## src/rtl/vga_pkg.sv

```systemverilog
`default_nettype none
// ============================================================================
// Package    : vga_pkg
// Description: Screen constants shared by the VGA game core and the
//              encoding of the button debounce state machine.
// Revision   : 1.0 - initial release
// ============================================================================
package vga_pkg;

  localparam int H_ACTIVE = 640;
  localparam int V_ACTIVE = 480;
  localparam int PADDLE_H = 60;

  // Debounce FSM: LO/HI are stable levels, RISE/FALL are qualification
  // windows during which the synchronized input must stay constant.
  typedef enum logic [1:0] {
    LO   = 2'd0,
    RISE = 2'd1,
    HI   = 2'd2,
    FALL = 2'd3
  } db_state_e;

endpackage : vga_pkg
`default_nettype wire

```

## src/rtl/paddle_ctrl_if.sv

```systemverilog
`default_nettype none
// ============================================================================
// Interface  : paddle_ctrl_if
// Description: Button inputs, frame strobe and paddle outputs of one player.
//   btn_up, btn_down : raw asynchronous push-buttons, active-high
//   frame_tick       : single-cycle pulse once per video frame
//   paddle_y         : paddle top-edge row (Y_W bits)
//   up_held          : debounced up level
//   down_held        : debounced down level
//   master : board / stimulus side, slave : paddle_ctrl side
// Revision   : 1.0 - initial release
// ============================================================================
interface paddle_ctrl_if #(
  parameter int Y_W = 10
);

  logic           btn_up;
  logic           btn_down;
  logic           frame_tick;
  logic [Y_W-1:0] paddle_y;
  logic           up_held;
  logic           down_held;

  modport master (
    output btn_up, btn_down, frame_tick,
    input  paddle_y, up_held, down_held
  );

  modport slave (
    input  btn_up, btn_down, frame_tick,
    output paddle_y, up_held, down_held
  );

endinterface : paddle_ctrl_if
`default_nettype wire

```

## src/rtl/paddle_ctrl_btn_debounce.sv

```systemverilog
`default_nettype none
// ============================================================================
// Module     : btn_debounce
// Description: 2-FF synchronizer followed by a LO/RISE/HI/FALL debounce FSM.
//              A level change is accepted only after the synchronized input
//              has held the new value long enough; a clean raw edge appears
//              on held exactly 2 + DEBOUNCE_CYCLES clock edges later.
//   clk     : system clock
//   rst     : synchronous reset, active-high
//   btn_raw : raw asynchronous button, active-high
//   held    : registered debounced level
// Revision   : 1.0 - initial release
// ============================================================================
module btn_debounce
  import vga_pkg::*;
#(
  parameter int DEBOUNCE_CYCLES = 250000,  // must be >= 2
  parameter int CNT_W           = 18
) (
  input  wire logic clk,
  input  wire logic rst,
  input  wire logic btn_raw,
  output logic      held
);

  localparam logic [CNT_W-1:0] CNT_LAST = CNT_W'(DEBOUNCE_CYCLES - 1);

  logic             sync1_q;
  logic             sync2_q;
  db_state_e        state_q, state_d;
  logic [CNT_W-1:0] cnt_q, cnt_d;
  logic [CNT_W-1:0] cnt_inc;
  logic             held_q, held_d;

  assign cnt_inc = cnt_q + CNT_W'(1);

  always_comb begin
    state_d = state_q;
    cnt_d   = cnt_q;
    case (state_q)
      LO: begin
        if (sync2_q) begin
          state_d = RISE;
          cnt_d   = '0;
        end
      end
      RISE: begin
        if (!sync2_q) begin
          state_d = LO;
        end else begin
          // The entry cycle counts as the first stable cycle, so the
          // incremented value reaching the last count completes the window.
          cnt_d = cnt_inc;
          if (cnt_inc == CNT_LAST) state_d = HI;
        end
      end
      HI: begin
        if (!sync2_q) begin
          state_d = FALL;
          cnt_d   = '0;
        end
      end
      FALL: begin
        if (sync2_q) begin
          state_d = HI;
        end else begin
          cnt_d = cnt_inc;
          if (cnt_inc == CNT_LAST) state_d = LO;
        end
      end
      default: state_d = LO;
    endcase
    // Registered from the next state so held moves on the completing edge.
    held_d = (state_d == HI) || (state_d == FALL);
  end

  always_ff @(posedge clk) begin
    if (rst) begin
      sync1_q <= 1'b0;
      sync2_q <= 1'b0;
      state_q <= LO;
      cnt_q   <= '0;
      held_q  <= 1'b0;
    end else begin
      sync1_q <= btn_raw;
      sync2_q <= sync1_q;
      state_q <= state_d;
      cnt_q   <= cnt_d;
      held_q  <= held_d;
    end
  end

  assign held = held_q;

endmodule : btn_debounce
`default_nettype wire

```

## src/rtl/paddle_ctrl.sv

```systemverilog
`default_nettype none
// ============================================================================
// Module     : paddle_ctrl
// Description: Debounces one player's up/down buttons and moves a clamped
//              paddle position by STEP once per video frame.
//   clk : system clock (pixel clock domain)
//   rst : synchronous reset, active-high
//   bus : paddle_ctrl_if.slave - buttons, frame_tick in; paddle_y and
//         debounced levels out
// Revision   : 1.0 - initial release
// ============================================================================
module paddle_ctrl
  import vga_pkg::*;
#(
  parameter int DEBOUNCE_CYCLES = 250000,
  parameter int CNT_W           = 18,
  parameter int Y_W             = 10,
  parameter int Y_MIN           = 0,
  parameter int Y_MAX           = 420,
  parameter int Y_INIT          = 210,
  parameter int STEP            = 4
) (
  input  wire logic     clk,
  input  wire logic     rst,
  paddle_ctrl_if.slave  bus
);

  // One extra bit so neither the sum nor the difference can wrap.
  localparam logic [Y_W:0]   Y_MIN_E  = (Y_W+1)'(Y_MIN);
  localparam logic [Y_W:0]   Y_MAX_E  = (Y_W+1)'(Y_MAX);
  localparam logic [Y_W:0]   STEP_E   = (Y_W+1)'(STEP);
  localparam logic [Y_W-1:0] Y_INIT_V = Y_W'(Y_INIT);

  logic           up_held;
  logic           down_held;
  logic [Y_W-1:0] paddle_y_q, paddle_y_d;
  logic [Y_W:0]   y_ext;
  logic [Y_W:0]   y_dec;
  logic [Y_W:0]   y_inc;

  btn_debounce #(
    .DEBOUNCE_CYCLES(DEBOUNCE_CYCLES),
    .CNT_W          (CNT_W)
  ) u_db_up (
    .clk    (clk),
    .rst    (rst),
    .btn_raw(bus.btn_up),
    .held   (up_held)
  );

  btn_debounce #(
    .DEBOUNCE_CYCLES(DEBOUNCE_CYCLES),
    .CNT_W          (CNT_W)
  ) u_db_down (
    .clk    (clk),
    .rst    (rst),
    .btn_raw(bus.btn_down),
    .held   (down_held)
  );

  assign y_ext = {1'b0, paddle_y_q};
  assign y_dec = y_ext - STEP_E;
  assign y_inc = y_ext + STEP_E;

  // Uses the held levels registered before this edge, so a button change
  // coinciding with frame_tick takes effect on the next frame.
  always_comb begin
    paddle_y_d = paddle_y_q;
    if (bus.frame_tick) begin
      if (up_held && !down_held) begin
        paddle_y_d = (y_ext >= Y_MIN_E + STEP_E) ? y_dec[Y_W-1:0] : Y_MIN_E[Y_W-1:0];
      end else if (down_held && !up_held) begin
        paddle_y_d = (y_inc <= Y_MAX_E) ? y_inc[Y_W-1:0] : Y_MAX_E[Y_W-1:0];
      end
    end
  end

  always_ff @(posedge clk) begin
    if (rst) begin
      paddle_y_q <= Y_INIT_V;
    end else begin
      paddle_y_q <= paddle_y_d;
    end
  end

  assign bus.paddle_y  = paddle_y_q;
  assign bus.up_held   = up_held;
  assign bus.down_held = down_held;

endmodule : paddle_ctrl
`default_nettype wire

```

## src/flat_wrapper.sv

```systemverilog
// flat-port wrapper written by rule: the top's interface ports become plain ports
module paddle_ctrl_flat import vga_pkg::*;
#(
  parameter int DEBOUNCE_CYCLES = 250000,
  parameter int CNT_W           = 18,
  parameter int Y_W             = 10,
  parameter int Y_MIN           = 0,
  parameter int Y_MAX           = 420,
  parameter int Y_INIT          = 210,
  parameter int STEP            = 4
)
  (clk, rst, bus_btn_up, bus_btn_down, bus_frame_tick, bus_paddle_y, bus_up_held, bus_down_held);
  paddle_ctrl_if #(.Y_W(Y_W)) bus_i ();
  input  wire logic clk;
  input  wire logic rst;
  input wire logic [$bits(bus_i.btn_up)-1:0] bus_btn_up;
  input wire logic [$bits(bus_i.btn_down)-1:0] bus_btn_down;
  input wire logic [$bits(bus_i.frame_tick)-1:0] bus_frame_tick;
  output wire logic [$bits(bus_i.paddle_y)-1:0] bus_paddle_y;
  output wire logic [$bits(bus_i.up_held)-1:0] bus_up_held;
  output wire logic [$bits(bus_i.down_held)-1:0] bus_down_held;
  assign bus_i.btn_up = bus_btn_up;
  assign bus_i.btn_down = bus_btn_down;
  assign bus_i.frame_tick = bus_frame_tick;
  assign bus_paddle_y = bus_i.paddle_y;
  assign bus_up_held = bus_i.up_held;
  assign bus_down_held = bus_i.down_held;
  paddle_ctrl #(.DEBOUNCE_CYCLES(DEBOUNCE_CYCLES), .CNT_W(CNT_W), .Y_W(Y_W), .Y_MIN(Y_MIN), .Y_MAX(Y_MAX), .Y_INIT(Y_INIT), .STEP(STEP)) u_core (.clk(clk), .rst(rst), .bus(bus_i));
endmodule
```

## config.mk

```make
export PLATFORM = sky130hd
export DESIGN_NAME = paddle_ctrl_flat
export DESIGN_NICKNAME = d
export VERILOG_FILES = /design/src/rtl/vga_pkg.sv /design/src/rtl/paddle_ctrl_if.sv /design/src/rtl/paddle_ctrl_btn_debounce.sv /design/src/rtl/paddle_ctrl.sv /design/src/flat_wrapper.sv
export SDC_FILE = /design/constraint.sdc
export NUM_CORES = 1
export LEC_CHECK = 0
export CELL_PAD_IN_SITES_DETAIL_PLACEMENT = 0
export CELL_PAD_IN_SITES_GLOBAL_PLACEMENT = 1
export CORE_ASPECT_RATIO = 1.75
export CORE_UTILIZATION = 30
export CTS_CLUSTER_DIAMETER = 50
export DETAILED_ROUTE_END_ITERATION = 10
export GPL_TIMING_DRIVEN = 0
export PLACE_DENSITY_LB_ADDON = 0.08
export SKIP_LAST_GASP = 1
export SLEW_MARGIN = 15
export SYNTH_ARGS = -nofsm -noshare
export SYNTH_HDL_FRONTEND = slang
export SYNTH_SLANG_ARGS = --single-unit
```

## constraint.sdc

```tcl
create_clock -name clk -period 3 [get_ports clk]
set_clock_uncertainty 0.15 [all_clocks]
set_input_delay 0.75 -clock clk [delete_from_list [all_inputs] [get_ports clk]]
set_output_delay 0.75 -clock clk [all_outputs]
set_load 0.05 [all_outputs]
```

**Run 1: supply network**

Bar = 20 um. Pins as bars on the die edge.
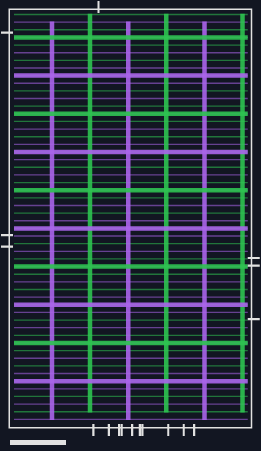
| colour | net |
|---|---|
| purple | VSS |
| green | VDD |
met1 rails: 54
signal pins: 17
rows: 53
met5 straps: 10

**Run 1: cell classes on the final placement**

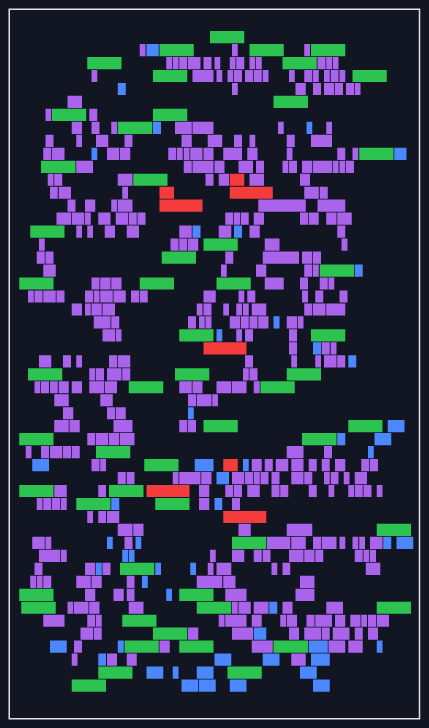
| colour | class | cells | share of their area |
|---|---|---|---|
| red | clock drivers and dummy loads | 8 | 3.8% |
| purple | combinational and other logic | 391 | 60% |
| blue | other buffers and delay cells | 53 | 8.6% |
| green | flops | 55 | 28% |

==> impl_metrics.yaml, run 1 <==
# yosys + openroad results
power_and_ir_drop:
  netSwitchingPower_uw: 361.3
  p_clk_share_pct: 44.7
  p_sw_share_pct: 25.27
  p_comb_uw: 55.0
  internal-power_uw: 1068
  p_leak_uw: 0.001379
  peakVddDrop_mv: 0.2396
  powerDensity_mw_per_mm2: 342.3
  powerSeq_uw: 735
  p_clk_uw: 639
  pwr-share-seq_pct: 51.4
  pwr-share-comb_pct: 3.8
  power_leader: "sequential cells"
drt:
  top_layer: "met4"
  final_antenna_net_count: 0
  drt_iter0_markers: 125
  wl_met2_um: 6120
  drc: 0
  vias: 3569
  avgRoutedWirePerCell_um: 16.22
  viasPerCell: 5.311
  first_pass_iters: 4
  dr_wl_met3_um: 201
  drt_wl_total_um: 10900
  drt-met1-wl_um: 4298
worst_setup_path:
  reg2reg_depth: 8
  cp-startpoint: "u_core.bus.paddle_y[3]"
  path_buffers: 1
  slowest_stage: "dfxtp_1"
  cp.depth: 8
  worst_path_dominant_cell_family: "simple AND/OR/NAND/NOR gates"
  arrival_ns: 2.91
  r2r_end: "u_core.bus.paddle_y[3]"
  r2r-start: "u_core.bus.paddle_y[3]"
  required_ns: 3.08
  path_class: "flop to flop"
  critPathMaxFanout: 9
  endpoint_kind: "flop"
  rrSetupSlack_ns: 0.17
  path_cells: "inv_1 > ha_1 > and2b_1 > nor3_1 > or4b_1 > and3_4 > or3b_1 > a221oi_2"
  cpPeakStageDelay_ns: 0.52
  crit_path_start_kind: "flop"
min_path:
  min-delay-path-class: "flop to flop"
  worstHoldEndpoint: "u_core.u_db_down.sync2_q"
  worstHoldStart: "u_core.u_db_down.sync1_q"
  whs_path_depth: 1
yosys:
  yosysChipArea_mm2: 0.003679
  fp_nets: 499
  ys_seq_share_pct: 29.93
  edf_count: 0
  async_flop_share_pct: 0
  netlist_area_mm2: 0.003679
  yosysTopAreaCell: "dfxtp_1"
  netlist_instances: 485
  ff_type: "dfxtp_1"
  synthTopCellsByArea: "dfxtp_1 (30%), a21oi_1 (7.3%), nor2_1 (4.8%)"
  syn_avg_cell_area_um2: 7.585
  synth_flops: 55
  yosysUniqueCellTypes: 75
  synth_top_area_share_pct: 29.93
  synthTopCellsByCount: "dfxtp_1 (55), a21oi_1 (54), nor2_1 (47)"
  yosys_warnings: 0
  yosys_cells: 485
  most_common_cell: "dfxtp_1"
sta:
  period_used_pct: 94.34
  worst_pin_slew_ns: 1.067
  rsz0062_at_grt: "no"
  fmax_mhz: 353.3
  max_slew_margin_pct: 28.37
  drv_slew: 0
  finalHoldViolCount: 0
  fin_crit_ns: 2.830
  setup_viol: 0
  holdWs_ns: 0.2942
  tns_ns: 0
layout:
  antenna_cells: 0
  flop_area_mm2: 0.001101
  layout_top_cell: "dfxtp_1"
  area_growth_pct: 13.54
  mi_logic_area_mm2: 0.002317
  lay_top_cells: "dfxtp_1 (55), a21oi_1 (54), nor2_1 (47)"
  fillers: 1292
  nets: 520
  drive_gt1_share_pct: 9.270
  finalNonFillerCells: 672
die:
  initial_core_util_pct: 30.65
  ios: 17
  die_width_um: 85.71
  fp.coreArea_mm2: 0.01200
  fp.dieH_um: 148.5
  dieArea_mm2: 0.01273
  rows: 53
clock_network:
  clk_latency_ns: 0.31
  cts_setup_buffers: 0
  cts_buffer_depth: 2
  path_clk_slew_ns: 0.08
  cts_buffers: 5
  cts_hold_buf: 0
  clock_sinks: 55
  cts_resized: 0
  htree_num_levels: 2
  root_buffer: "clkbuf_16"
  cts_tree: "yes"
job:
  tool_warnings: 31
  cap_violations: 0
grt:
  grt.total_usage_pct: 17.76
  grt.busiest_layer: "met2"
  antenna_found_initial: 0
  use_met3_pct: 1.665
  grtUsageMet1_pct: 18.52
  grt_pass1_vias: 3372
  overflow: 0
  grt_pass1_wl_um: 17480
  met2_usage_pct: 35.64
  grt_max_degree: 20
placement:
  io_buffers: 14
  dp.cells: 664
  globalplace.congestion: 0.8125
  hpwl_um: 8192
run_status:
  outcome: "complete, no violations"
**Run 1: routed clock nets over the placement**

Bar = 20 um.
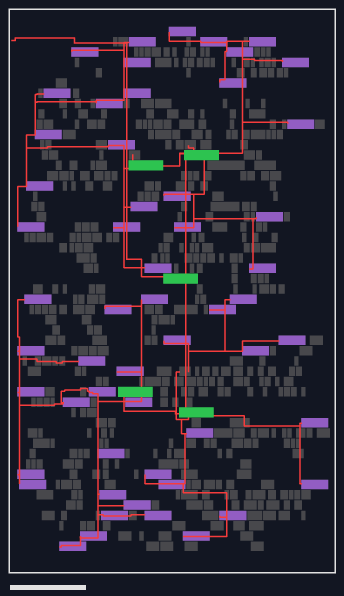
[purple] flip-flops | count: 55
[red] clock wires | length: 988 um
[green] clock drivers | count: 5
flops lie: widely spread

run 1: through the flow:
| step | instance area (um^2) | util [%] | total power (uW) | setup WS (ns) |
|---|---|---|---|---|
| 5_1_grt | 4177 | 34.80 | 1488 | 0.02125 |
| 4_1_cts | 4177 | 34.80 | 1453 | 0.1572 |
| 3_5_place_dp | 4025 | 33.53 | 809.7 | 0.1880 |
| 2_1_floorplan | 3679 | - | 786.2 | 0.03122 |
| 6_report | 4177 | 34.80 | 1430 | 0.1699 |
| 3_3_place_gp | 4025 | 33.53 | 809.5 | 0.1839 |
run 1: how the worst max path moves through the flow:
| stage | end | slack (ns) |
|---|---|---|
| 2_1_floorplan | u_core.bus.paddle_y[3] | 0.03 |
| 3_3_place_gp | u_core.bus.paddle_y[3] | 0.18 |
| 3_5_place_dp | u_core.bus.paddle_y[3] | 0.19 |
| 4_1_cts | u_core.bus.paddle_y[3] | 0.16 |
| 5_1_grt | u_core.bus.paddle_y[3] | 0.02 |
| 6_report | u_core.bus.paddle_y[3] | 0.17 |
run 1: area by class of cell:
type / instances / area share [%]
Inverter: 16 / 1.438
Timing Repair Buffer: 14 / 3.355
Buffer: 39 / 4.793
Tap cell: 165 / 4.943
Clock inverter: 3 / 0.6291
Sequential cell: 55 / 26.36
Multi-Input combinational cell: 375 / 55.48
Clock buffer: 5 / 2.996
run 1: kinds of logic after synthesis:
kind of cell	Yosys count	share of synthesized area, %
multiplexers	1	0.2721
AND/OR/NAND/NOR	216	32.59
buffers and inverters	55	7.075
AND-OR/OR-AND	135	23.67
XOR/XNOR	13	3.299
adder cells (fa/ha/maj)	9	3.061
flip-flops	55	29.93
other	1	0.1019
==> inputs of run 2 (changes only) <==
--- a/config.mk
+++ b/config.mk
@@ -13,6 +13,7 @@
 export DETAILED_ROUTE_END_ITERATION = 10
 export GPL_TIMING_DRIVEN = 0
 export PLACE_DENSITY_LB_ADDON = 0.08
+export SKIP_CTS_REPAIR_TIMING = 1
 export SKIP_LAST_GASP = 1
 export SLEW_MARGIN = 15
 export SYNTH_ARGS = -nofsm -noshare
**Run 2: clock routing**

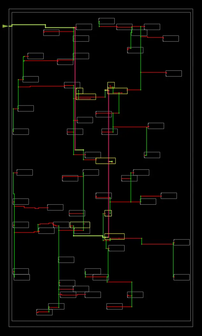
clk_buf instances: 5
Clock Sinks: 55
P_clk: 639 uW
Inserted Clock Buffers: 5
final sequential cell count: 55

**Run 2: routed clock nets over the placement**

Bar = 20 um.
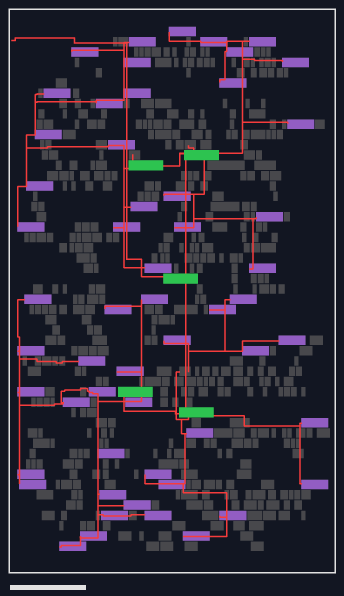
[purple] flip-flops | count: 55
[red] clock wires | length: 988 um
[green] clock drivers | count: 5
flops lie: widely spread

==> impl_metrics.yaml, run 2 <==
# yosys + openroad results
drt:
  drt_iter0_markers: 125
  vias: 3569
  final_antenna_net_count: 0
  viasPerCell: 5.311
  drc: 0
  avgRoutedWirePerCell_um: 16.22
  first_pass_iters: 4
  drt_wl_total_um: 10900
worst_setup_path:
  critPathMaxFanout: 9
  cp-startpoint: "u_core.bus.paddle_y[3]"
  reg2reg_depth: 8
  cp.depth: 8
  path_buffers: 1
  path_cells: "inv_1 > ha_1 > and2b_1 > nor3_1 > or4b_1 > and3_4 > or3b_1 > a221oi_2"
  worst_path_dominant_cell_family: "simple AND/OR/NAND/NOR gates"
  arrival_ns: 2.91
  endpoint_kind: "flop"
  r2r-start: "u_core.bus.paddle_y[3]"
  slowest_stage: "dfxtp_1"
  crit_path_start_kind: "flop"
  required_ns: 3.08
  cpPeakStageDelay_ns: 0.52
  path_class: "flop to flop"
sta:
  max_slew_margin_pct: 28.37
  period_used_pct: 94.34
  tns_ns: 0
  holdWs_ns: 0.2942
  rsz0062_at_grt: "no"
  finalHoldViolCount: 0
  fin_crit_ns: 2.830
  drv_slew: 0
  setup_viol: 0
  worst_pin_slew_ns: 1.067
  fmax_mhz: 353.3
job:
  tool_warnings: 31
  cap_violations: 0
power_and_ir_drop:
  peakVddDrop_mv: 0.2396
  power_uw: 1430
  p_leak_uw: 0.001379
  powerDensity_mw_per_mm2: 342.3
run_status:
  outcome: "complete, no violations"
layout:
  nets: 520
  mi_logic_area_mm2: 0.002317
  flop_area_mm2: 0.001101
  fillers: 1292
  area_growth_pct: 13.54
  layout_top_cell: "dfxtp_1"
  drive_gt1_share_pct: 9.270
  finalNonFillerCells: 672
  lay_top_cells: "dfxtp_1 (55), a21oi_1 (54), nor2_1 (47)"
  final_core_util_pct: 34.80
  antenna_cells: 0
die:
  initial_core_util_pct: 30.65
  fp.dieH_um: 148.5
  die_width_um: 85.71
  dieArea_mm2: 0.01273
  rows: 53
  fp.coreArea_mm2: 0.01200
  ios: 17
yosys:
  fp_nets: 499
  synth_flops: 55
  yosysChipArea_mm2: 0.003679
  yosysUniqueCellTypes: 75
  yosys_warnings: 0
  most_common_cell: "dfxtp_1"
  edf_count: 0
  ys_seq_share_pct: 29.93
  yosysTopAreaCell: "dfxtp_1"
  synthTopCellsByCount: "dfxtp_1 (55), a21oi_1 (54), nor2_1 (47)"
  netlist_area_mm2: 0.003679
  synth_top_area_share_pct: 29.93
  ff_type: "dfxtp_1"
  synthTopCellsByArea: "dfxtp_1 (30%), a21oi_1 (7.3%), nor2_1 (4.8%)"
  netlist_instances: 485
  yosys_cells: 485
  async_flop_share_pct: 0
  syn_avg_cell_area_um2: 7.585
grt:
  grt.total_usage_pct: 17.76
  grt_pass1_vias: 3372
  overflow: 0
  grt_max_degree: 20
  grt_pass1_wl_um: 17480
  antenna_found_initial: 0
clock_network:
  cts_buffer_depth: 2
  path_clk_slew_ns: 0.08
  htree_num_levels: 2
  clk_latency_ns: 0.31
  root_buffer: "clkbuf_16"
  cts_tree: "yes"
placement:
  io_buffers: 14
  dp.cells: 664
  hpwl_um: 8192
  globalplace.congestion: 0.8125
min_path:
  worstHoldStart: "u_core.u_db_down.sync1_q"
  min-delay-path-class: "flop to flop"
-- run 2: cell counts after synthesis --
No cell type changed its count.
-- run 2: layout make-up --
| type | count | share of cell area [%] |
|---|---|---|
| sequential | 55 | 26.36 |
| clock buffer | 5 | 2.996 |
| clock inverter | 3 | 0.6291 |
| buffer | 39 | 4.793 |
| tap | 165 | 4.943 |
| inverter | 16 | 1.438 |
| multi-input combinational | 375 | 55.48 |
| timing repair buffer | 14 | 3.355 |
-- run 2: per-stage QoR --
step | cell area [um^2] | setup slack (ns)
global placement | 4025 | 0.1839
detailed placement | 4025 | 0.1880
floorplan | 3679 | 0.03122
finish | 4177 | 0.1699
global route | 4177 | 0.02125
CTS | 4177 | 0.1572
-- run 2: report_power, final --
group | switching, uW | internal (uW)
Clock | 320 | 319
Combinational | 38.5 | 16.5
Sequential | 2.70 | 733
-- run 2: routing by layer --
layer	GRT usage, %	vias up	share of wire (%)	routed length [um]
li1	-	1812	-	-
met1	18.52	1698	39	4298
met2	35.64	46	56	6120
met3	1.665	13	1.8	201
met4	6.417	0	2.6	280
met5	0	-	0	0
-- run 2: final timing paths --
check                                   to  slack (ns)
setup / recovery    u_core.bus.paddle_y[3]        0.17
hold / removal    u_core.u_db_down.sync2_q        0.29
setup reg to reg    u_core.bus.paddle_y[3]        0.17
hold reg to reg   u_core.u_db_down.sync2_q        0.29
-- run 2: kinds of logic after synthesis --
group | Yosys count | synth area share (%)
AOI/OAI and AO/OA | 135 | 23.67
xor gates and xnor gates | 13 | 3.299
adders and majority gates | 9 | 3.061
buffers and inverters | 55 | 7.075
DFF | 55 | 29.93
muxes | 1 | 0.2721
other | 1 | 0.1019
and+or+nand+nor | 216 | 32.59
No activity file was given, so power comes from the tool's default toggle rates.
